===== src/rtl/wb_sram_bist_master_if.sv =====
// Wishbone classic bus between the BIST master and the SRAM slave port.
// Signal suffixes are from the master's point of view.
interface wb_sram_bist_master_if #(
   parameter int unsigned ADDR_WD = 9,
   parameter int unsigned DATA_WD = 32
);
   logic               cyc_o;
   logic               stb_o;
   logic               we_o;
   logic [ADDR_WD-1:0] adr_o;
   logic [3:0]         sel_o;
   logic [DATA_WD-1:0] dat_o;
   logic [DATA_WD-1:0] dat_i;
   logic               ack_i;

   modport master (
      output cyc_o, stb_o, we_o, adr_o, sel_o, dat_o,
      input  dat_i, ack_i
   );

   modport slave (
      input  cyc_o, stb_o, we_o, adr_o, sel_o, dat_o,
      output dat_i, ack_i
   );
endinterface


===== src/rtl/wb_sram_bist_master.sv =====
// SRAM bring-up BIST: write pass fills ADDR_START..ADDR_END with a pattern,
// read pass regenerates it and compares, reporting errors and bus timeouts.
module wb_sram_bist_master #(
   parameter int unsigned        ADDR_WD     = 9,
   parameter int unsigned        DATA_WD     = 32,
   parameter logic [ADDR_WD-1:0] ADDR_START  = 9'h000,
   parameter logic [ADDR_WD-1:0] ADDR_END    = 9'h1F8,
   parameter int unsigned        TIMEOUT_CYC = 255
) (
   input  logic                      wb_clk_i,
   input  logic                      rst_n,
   input  logic                      start_i,
   input  logic [1:0]                pat_sel_i,
   input  logic [DATA_WD-1:0]        seed_i,
   wb_sram_bist_master_if.master     m_wb,
   output logic                      busy_o,
   output logic                      done_o,
   output logic                      pass_o,
   output logic                      timeout_o,
   output logic [15:0]               err_cnt_o,
   output logic [ADDR_WD-1:0]        first_err_adr_o,
   output logic [DATA_WD-1:0]        first_err_dat_o
);

   localparam logic [DATA_WD-1:0] LFSR_TAPS = 32'h80200003;
   localparam logic [7:0]         TMO_LAST  = 8'(TIMEOUT_CYC - 1);

   typedef enum logic [2:0] {
      ST_IDLE,
      ST_WR_REQ,
      ST_WR_GAP,
      ST_RD_REQ,
      ST_RD_GAP,
      ST_DONE
   } state_t;

   state_t             state_q,    state_d;
   logic [1:0]         pat_sel_q,  pat_sel_d;
   logic [DATA_WD-1:0] seed_q,     seed_d;
   logic [ADDR_WD-1:0] adr_q,      adr_d;
   logic [DATA_WD-1:0] lfsr_q,     lfsr_d;
   logic               last_q,     last_d;
   logic [7:0]         tmo_q,      tmo_d;
   logic               done_q,     done_d;
   logic               pass_q,     pass_d;
   logic               timeout_q,  timeout_d;
   logic [15:0]        err_cnt_q,  err_cnt_d;
   logic [ADDR_WD-1:0] ferr_adr_q, ferr_adr_d;
   logic [DATA_WD-1:0] ferr_dat_q, ferr_dat_d;

   logic [DATA_WD-1:0] adr_ext;
   logic [DATA_WD-1:0] pat;
   logic               in_req;

   // Right-shifting Galois LFSR, one step per completed transfer.
   function automatic logic [DATA_WD-1:0] lfsr_step(input logic [DATA_WD-1:0] s);
      return (s >> 1) ^ (s[0] ? LFSR_TAPS : '0);
   endfunction

   // An all-zero LFSR would lock up, so a zero seed starts from 1.
   function automatic logic [DATA_WD-1:0] lfsr_init(input logic [DATA_WD-1:0] s);
      return (s == '0) ? {{(DATA_WD-1){1'b0}}, 1'b1} : s;
   endfunction

   function automatic logic [15:0] sat_inc(input logic [15:0] c);
      return (c == 16'hFFFF) ? c : c + 16'd1;
   endfunction

   always_comb begin
      adr_ext = {{(DATA_WD-ADDR_WD){1'b0}}, adr_q};
      unique case (pat_sel_q)
         2'd0:    pat = adr_ext;
         2'd1:    pat = ~adr_ext;
         2'd2:    pat = seed_q;
         default: pat = lfsr_q;
      endcase
   end

   always_ff @(posedge wb_clk_i or negedge rst_n) begin
      if (!rst_n) begin
         state_q    <= ST_IDLE;
         pat_sel_q  <= '0;
         seed_q     <= '0;
         adr_q      <= '0;
         lfsr_q     <= '0;
         last_q     <= 1'b0;
         tmo_q      <= '0;
         done_q     <= 1'b0;
         pass_q     <= 1'b0;
         timeout_q  <= 1'b0;
         err_cnt_q  <= '0;
         ferr_adr_q <= '0;
         ferr_dat_q <= '0;
      end else begin
         state_q    <= state_d;
         pat_sel_q  <= pat_sel_d;
         seed_q     <= seed_d;
         adr_q      <= adr_d;
         lfsr_q     <= lfsr_d;
         last_q     <= last_d;
         tmo_q      <= tmo_d;
         done_q     <= done_d;
         pass_q     <= pass_d;
         timeout_q  <= timeout_d;
         err_cnt_q  <= err_cnt_d;
         ferr_adr_q <= ferr_adr_d;
         ferr_dat_q <= ferr_dat_d;
      end
   end

   always_comb begin
      state_d    = state_q;
      pat_sel_d  = pat_sel_q;
      seed_d     = seed_q;
      adr_d      = adr_q;
      lfsr_d     = lfsr_q;
      last_d     = last_q;
      tmo_d      = '0;
      done_d     = done_q;
      pass_d     = pass_q;
      timeout_d  = timeout_q;
      err_cnt_d  = err_cnt_q;
      ferr_adr_d = ferr_adr_q;
      ferr_dat_d = ferr_dat_q;

      unique case (state_q)
         ST_IDLE: begin
            if (start_i) begin
               pat_sel_d  = pat_sel_i;
               seed_d     = seed_i;
               done_d     = 1'b0;
               pass_d     = 1'b0;
               timeout_d  = 1'b0;
               err_cnt_d  = '0;
               ferr_adr_d = '0;
               ferr_dat_d = '0;
               adr_d      = ADDR_START;
               lfsr_d     = lfsr_init(seed_i);
               last_d     = 1'b0;
               state_d    = ST_WR_REQ;
            end
         end

         ST_WR_REQ, ST_RD_REQ: begin
            if (m_wb.ack_i) begin
               state_d = (state_q == ST_RD_REQ) ? ST_RD_GAP : ST_WR_GAP;
               last_d  = (adr_q == ADDR_END);
               adr_d   = adr_q + 1'b1;
               lfsr_d  = lfsr_step(lfsr_q);
               if (state_q == ST_RD_REQ && m_wb.dat_i != pat) begin
                  err_cnt_d = sat_inc(err_cnt_q);
                  if (err_cnt_q == '0) begin
                     ferr_adr_d = adr_q;
                     ferr_dat_d = m_wb.dat_i;
                  end
               end
            end else if (tmo_q == TMO_LAST) begin
               // Slave is stuck: abandon the test rather than hang the bus.
               timeout_d = 1'b1;
               pass_d    = 1'b0;
               done_d    = 1'b1;
               state_d   = ST_DONE;
            end else begin
               tmo_d = tmo_q + 8'd1;
            end
         end

         ST_WR_GAP: begin
            if (last_q) begin
               adr_d   = ADDR_START;
               lfsr_d  = lfsr_init(seed_q);
               last_d  = 1'b0;
               state_d = ST_RD_REQ;
            end else begin
               state_d = ST_WR_REQ;
            end
         end

         ST_RD_GAP: begin
            if (last_q) begin
               done_d  = 1'b1;
               pass_d  = (err_cnt_q == '0) && !timeout_q;
               state_d = ST_DONE;
            end else begin
               state_d = ST_RD_REQ;
            end
         end

         ST_DONE: state_d = ST_IDLE;

         default: state_d = ST_IDLE;
      endcase
   end

   // Bus outputs decode straight from the state register so reset drops them at once.
   assign in_req      = (state_q == ST_WR_REQ) || (state_q == ST_RD_REQ);
   assign m_wb.cyc_o  = in_req;
   assign m_wb.stb_o  = in_req;
   assign m_wb.we_o   = (state_q == ST_WR_REQ);
   assign m_wb.adr_o  = in_req ? adr_q : '0;
   assign m_wb.sel_o  = in_req ? 4'hF : 4'h0;
   assign m_wb.dat_o  = (state_q == ST_WR_REQ) ? pat : '0;

   assign busy_o          = in_req || (state_q == ST_WR_GAP) || (state_q == ST_RD_GAP);
   assign done_o          = done_q;
   assign pass_o          = pass_q;
   assign timeout_o       = timeout_q;
   assign err_cnt_o       = err_cnt_q;
   assign first_err_adr_o = ferr_adr_q;
   assign first_err_dat_o = ferr_dat_q;

endmodule

===== src/flat_wrapper.sv =====
// flat-port wrapper written by rule: the top's interface ports become plain ports
module wb_sram_bist_master_flat 
#(
   parameter int unsigned        ADDR_WD     = 9,
   parameter int unsigned        DATA_WD     = 32,
   parameter logic [ADDR_WD-1:0] ADDR_START  = 9'h000,
   parameter logic [ADDR_WD-1:0] ADDR_END    = 9'h1F8,
   parameter int unsigned        TIMEOUT_CYC = 255
)
  (wb_clk_i, rst_n, start_i, pat_sel_i, seed_i, busy_o, done_o, pass_o, timeout_o, err_cnt_o, first_err_adr_o, first_err_dat_o, m_wb_cyc_o, m_wb_stb_o, m_wb_we_o, m_wb_adr_o, m_wb_sel_o, m_wb_dat_o, m_wb_dat_i, m_wb_ack_i);
  wb_sram_bist_master_if #(.ADDR_WD(ADDR_WD), .DATA_WD(DATA_WD)) m_wb_i ();
  input  logic wb_clk_i;
  input  logic rst_n;
  input  logic start_i;
  input  logic [1:0] pat_sel_i;
  input  logic [DATA_WD-1:0] seed_i;
  output logic busy_o;
  output logic done_o;
  output logic pass_o;
  output logic timeout_o;
  output logic [15:0] err_cnt_o;
  output logic [ADDR_WD-1:0] first_err_adr_o;
  output logic [DATA_WD-1:0] first_err_dat_o;
  output wire logic [$bits(m_wb_i.cyc_o)-1:0] m_wb_cyc_o;
  output wire logic [$bits(m_wb_i.stb_o)-1:0] m_wb_stb_o;
  output wire logic [$bits(m_wb_i.we_o)-1:0] m_wb_we_o;
  output wire logic [$bits(m_wb_i.adr_o)-1:0] m_wb_adr_o;
  output wire logic [$bits(m_wb_i.sel_o)-1:0] m_wb_sel_o;
  output wire logic [$bits(m_wb_i.dat_o)-1:0] m_wb_dat_o;
  input wire logic [$bits(m_wb_i.dat_i)-1:0] m_wb_dat_i;
  input wire logic [$bits(m_wb_i.ack_i)-1:0] m_wb_ack_i;
  assign m_wb_cyc_o = m_wb_i.cyc_o;
  assign m_wb_stb_o = m_wb_i.stb_o;
  assign m_wb_we_o = m_wb_i.we_o;
  assign m_wb_adr_o = m_wb_i.adr_o;
  assign m_wb_sel_o = m_wb_i.sel_o;
  assign m_wb_dat_o = m_wb_i.dat_o;
  assign m_wb_i.dat_i = m_wb_dat_i;
  assign m_wb_i.ack_i = m_wb_ack_i;
  wb_sram_bist_master #(.ADDR_WD(ADDR_WD), .DATA_WD(DATA_WD), .ADDR_START(ADDR_START), .ADDR_END(ADDR_END), .TIMEOUT_CYC(TIMEOUT_CYC)) u_core (.wb_clk_i(wb_clk_i), .rst_n(rst_n), .start_i(start_i), .pat_sel_i(pat_sel_i), .seed_i(seed_i), .m_wb(m_wb_i), .busy_o(busy_o), .done_o(done_o), .pass_o(pass_o), .timeout_o(timeout_o), .err_cnt_o(err_cnt_o), .first_err_adr_o(first_err_adr_o), .first_err_dat_o(first_err_dat_o));
endmodule

===== config.mk =====
export PLATFORM = sky130hd
export DESIGN_NAME = wb_sram_bist_master_flat
export DESIGN_NICKNAME = d
export VERILOG_FILES = /design/src/rtl/wb_sram_bist_master_if.sv /design/src/rtl/wb_sram_bist_master.sv /design/src/flat_wrapper.sv
export SDC_FILE = /design/constraint.sdc
export NUM_CORES = 1
export LEC_CHECK = 0
export ABC_AREA = 1
export CAP_MARGIN = 20
export CORE_AREA = 3 3 134 136
export DETAILED_ROUTE_END_ITERATION = 6
export DIE_AREA = 0 0 137 139
export GPL_TIMING_DRIVEN = 0
export HOLD_SLACK_MARGIN = 0.06
export PLACE_DENSITY = 0.81
export SETUP_SLACK_MARGIN = 0.05
export SLEW_MARGIN = 40
export SYNTH_ARGS = -nofsm -noshare
export SYNTH_HDL_FRONTEND = slang
export SYNTH_SLANG_ARGS = --single-unit

===== constraint.sdc =====
create_clock -name wb_clk_i -period 2.45 [get_ports wb_clk_i]
set_clock_uncertainty 0.2 [all_clocks]
set_input_delay 0.3675 -clock wb_clk_i [delete_from_list [all_inputs] [get_ports wb_clk_i]]
set_output_delay 0.3675 -clock wb_clk_i [all_outputs]
set_load 0.02 [all_outputs]

**Routed clock nets over the placement**

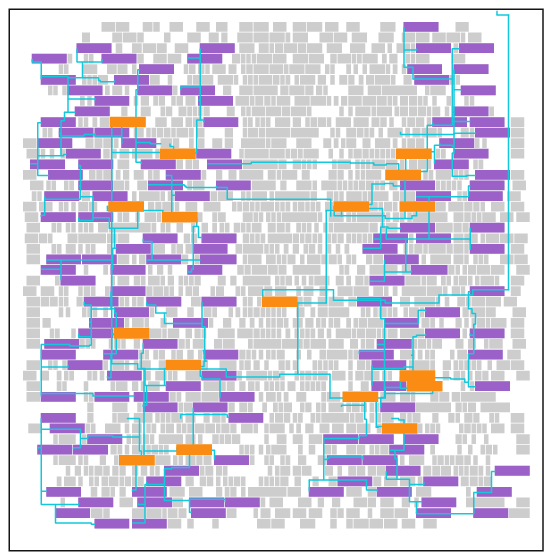
Key: flip-flops = purple [count 147]; clock-net drivers = orange [count 17]; clock wires = cyan [length 1960 um]
Position of the flops: widely spread.

**Placed cells, one color a class**

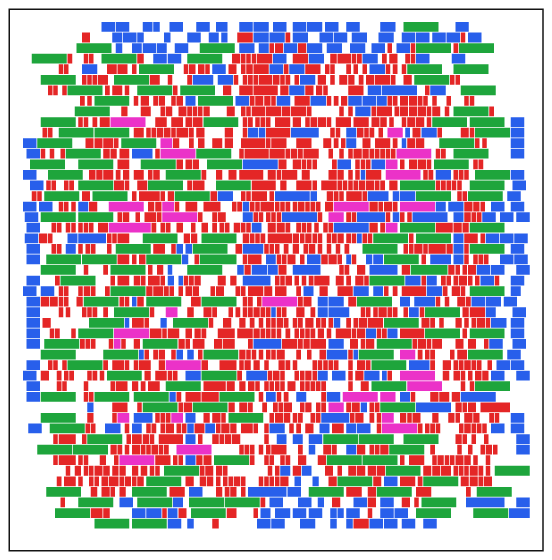
Key: clock drivers and dummy loads = magenta [cells 32]; registers = green [cells 147]; remaining buffers and delay cells = blue [cells 303]; remaining logic cells = red [cells 1084]
flop share of the area: 28.2%
design area: 13100 sq um
Rows: 48
total core area: 17100 sq um

**The clock network**

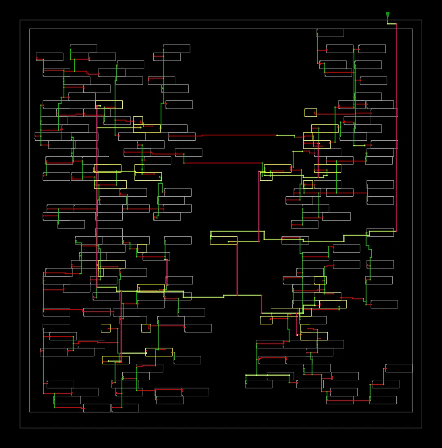
clock sink count: 147
flop count: 147

==> flip-flops by register name, summed over array words and instances, names as in the netlist, 3 cells and up <==
signal                  count
u_core.adr_q                9
u_core.err_cnt_o           16
u_core.first_err_adr_o      9
u_core.first_err_dat_o     32
u_core.lfsr_q              32
u_core.seed_q              32
u_core.state_q              3
u_core.tmo_q                8
==> metrics by stage <==
step                instances  power, mW  hold slack, ns  utilization [%]  setup WS [ns]
global placement         1706       12.9           0.256             64.3          -5.14
global route             1791       19.8           0.226             76.5         -0.318
finish                   1791       18.8           0.202             76.5         -0.139
detailed placement       1708       13.1          0.0694             64.7          -1.01
CTS                      1745       16.1           0.210             69.0         -0.194
floorplan                1303       9.66          -0.128                -         0.0422
==> kinds of logic (layout without fill, tap and decap cells) <==
kind of cell,Yosys count,after routing
AND/OR/NAND/NOR,808,808
buffers and inverters,203,466
adder cells (fa/ha/maj),6,6
XOR/XNOR,3,3
AND-OR/OR-AND,136,136
flip-flops,147,147
==> timing repair <==
item	in CTS	in global routing
endpoints found under the setup margin	163	174
setup buffers	5	34
hold endpoints to repair	83	0
pin swaps	3	45
hold buffers	1	0
resized	285	273
gates cloned	0	12
==> layout by cell type, fill, tap and decap left out, drive strengths merged, types with 41 or more instances in the layout <==
master	Yosys	layout
a21oi	41	41
clkdlybuf4s50	0	128
nand3	68	68
nand2	485	485
clkbuf	35	53
nand4	66	66
nor2	146	146
inv	129	139
buf	37	136
dfrtp	147	147
==> layout make-up <==
| type | count | area [sq um] |
|---|---|---|
| clock inverter | 15 | 161 |
| clock buffer | 17 | 425 |
| tap | 225 | 282 |
| sequential | 147 | 3680 |
| multi-input combinational | 953 | 4990 |
| fill | 1230 | 4010 |
| buffer | 71 | 659 |
| timing repair buffer | 232 | 2340 |
| inverter | 131 | 512 |
==> results.txt <==
impl run done, here's what came out: outcome=finished, violations left, failing checks=negative setup slack, DR pass1 iterations=6, crit path max fanout=6, dpl cell area=11000 sq um, top sig layer=met5, period utilisation layout=106%, crit path cell chain=nor2_4, inv_4, buf_12, nor2_4, clkinv_4, buf_12, clkbuf_16, nor2_4, buf_6, met3 Use GR=6.28%, worst r2r src=u_core.pat_sel_q[1], Fin. Hold Viols=0, Max rail drop VDD=0.754 mV, worst setup margin=-0.139 ns, Async SR Flop Fraction=100%, area delta synth->final=47.2%, number of enable flip-flop cells=0, CP Class=reg2out, residual DRC count=0, largest area contributor in the netlist=dfrtp_1, initial antenna violation count=1, Logic pwr share=63.8%, most frequent CP cell=nor2_4, die x size=137 um, Synth top cell by count=nand2_1, Vias=10500, Main logic family=simple AND/OR/NAND/NOR gates, Total GRT Usage=32.2%, DR iter-0 viols=1425, post-synthesis adder-cell area fraction=0.847%, simple-gate portion of the synthesized area=38.2%, leak pwr=6.38 nW, Reg power frac=22.1%, register area share after synthesis=41.5%, DRT met1 WL=12800 um, Arrival @ worst endpoint=2.02 ns, RSZ-0062 raised after global routing=true, met2 usage=50.2%, largest net degree at the start of global routing=65, Nets=1629, CTS tree=done, top cell family by delay on the critical path=buffers and inverters, Vias/cell=5.84, switching part of the total=49.8%, Max H-tree Level=4, Max Fclk=386 MHz, Num CTS Buffers=17, Top pwr grp=combinational cells, Cells after Synth=1303, yosys aoi share=9.41%, max-slew violations=0, final worst path period need=2.59 ns, GRT Max-Usage Layer=met2, Diodes inserted=0, Synth mux share=0%, CTS root buf=clkbuf_16, Routed Antenna Nets=0, setup tns final=-6.63 ns, main flop type=dfrtp_1, synthesis area per yosys=8870 sq um, Max clock buf depth=2, CP max stage cell=dfrtp_1, Worst R2R End=u_core.first_err_dat_o[13], CP endpoint kind=output port, Int Power=9.42 mW, tool warning count=32, die height=139 um, max-cap check violation count=0, Mean Syn Cell Area=6.81 sq um, P_comb=12.0 mW, Synth Cell Area=8870 sq um, xor/xnor share=0.296%, Cell Type Count=37, P_clk=2.66 mW, Met2 Wirelength=16200 um, Crit path buffers/inverters=6, Ys Warns=0, WL/cell=19.0 um, Floorplan Nets=1379, Worst Hold Class=in2async, number of global-route vias before repair=9216, Slew headroom=49.5%, Req. time, crit path=1.88 ns, Top cells by area=dfrtp_1 41%, nand2_1 20%, nor2_1 6.1%, clk latency late pin=0.44 ns, num ports=179, die footprint=19000 sq um, hpwl dp=23600 um, crit path launch type=flip-flop, Worst path max stage delay=0.41 ns, met1 usage=44.1%, CP endpoint=m_wb_dat_o[28], port buffer count=178, Synthesized registers=147, Largest type area fraction=41.5%, Clock power frac=14.2%, Sw Pwr=9.35 mW, WL final=34000 um, global-route wire length before repair=48100 um, reg2reg path depth=16, CP Depth=9, met3 WL post-DR=3370 um, pwr dens=1440 nW/um^2, sequential power=4.14 mW, GPL Wtd Cong=0.995, CP Launch Point=u_core.state_q[2], Least-Margin Pin Slew=0.758 ns, synth cell count leaders=484 x nand2_1, 147 x dfrtp_1, 145 x nor2_1, FP Util=52.0%, Final Setup Violations=88, clock slew at reported path FFs=0.07 ns
Power and IR drop assume default switching activity.
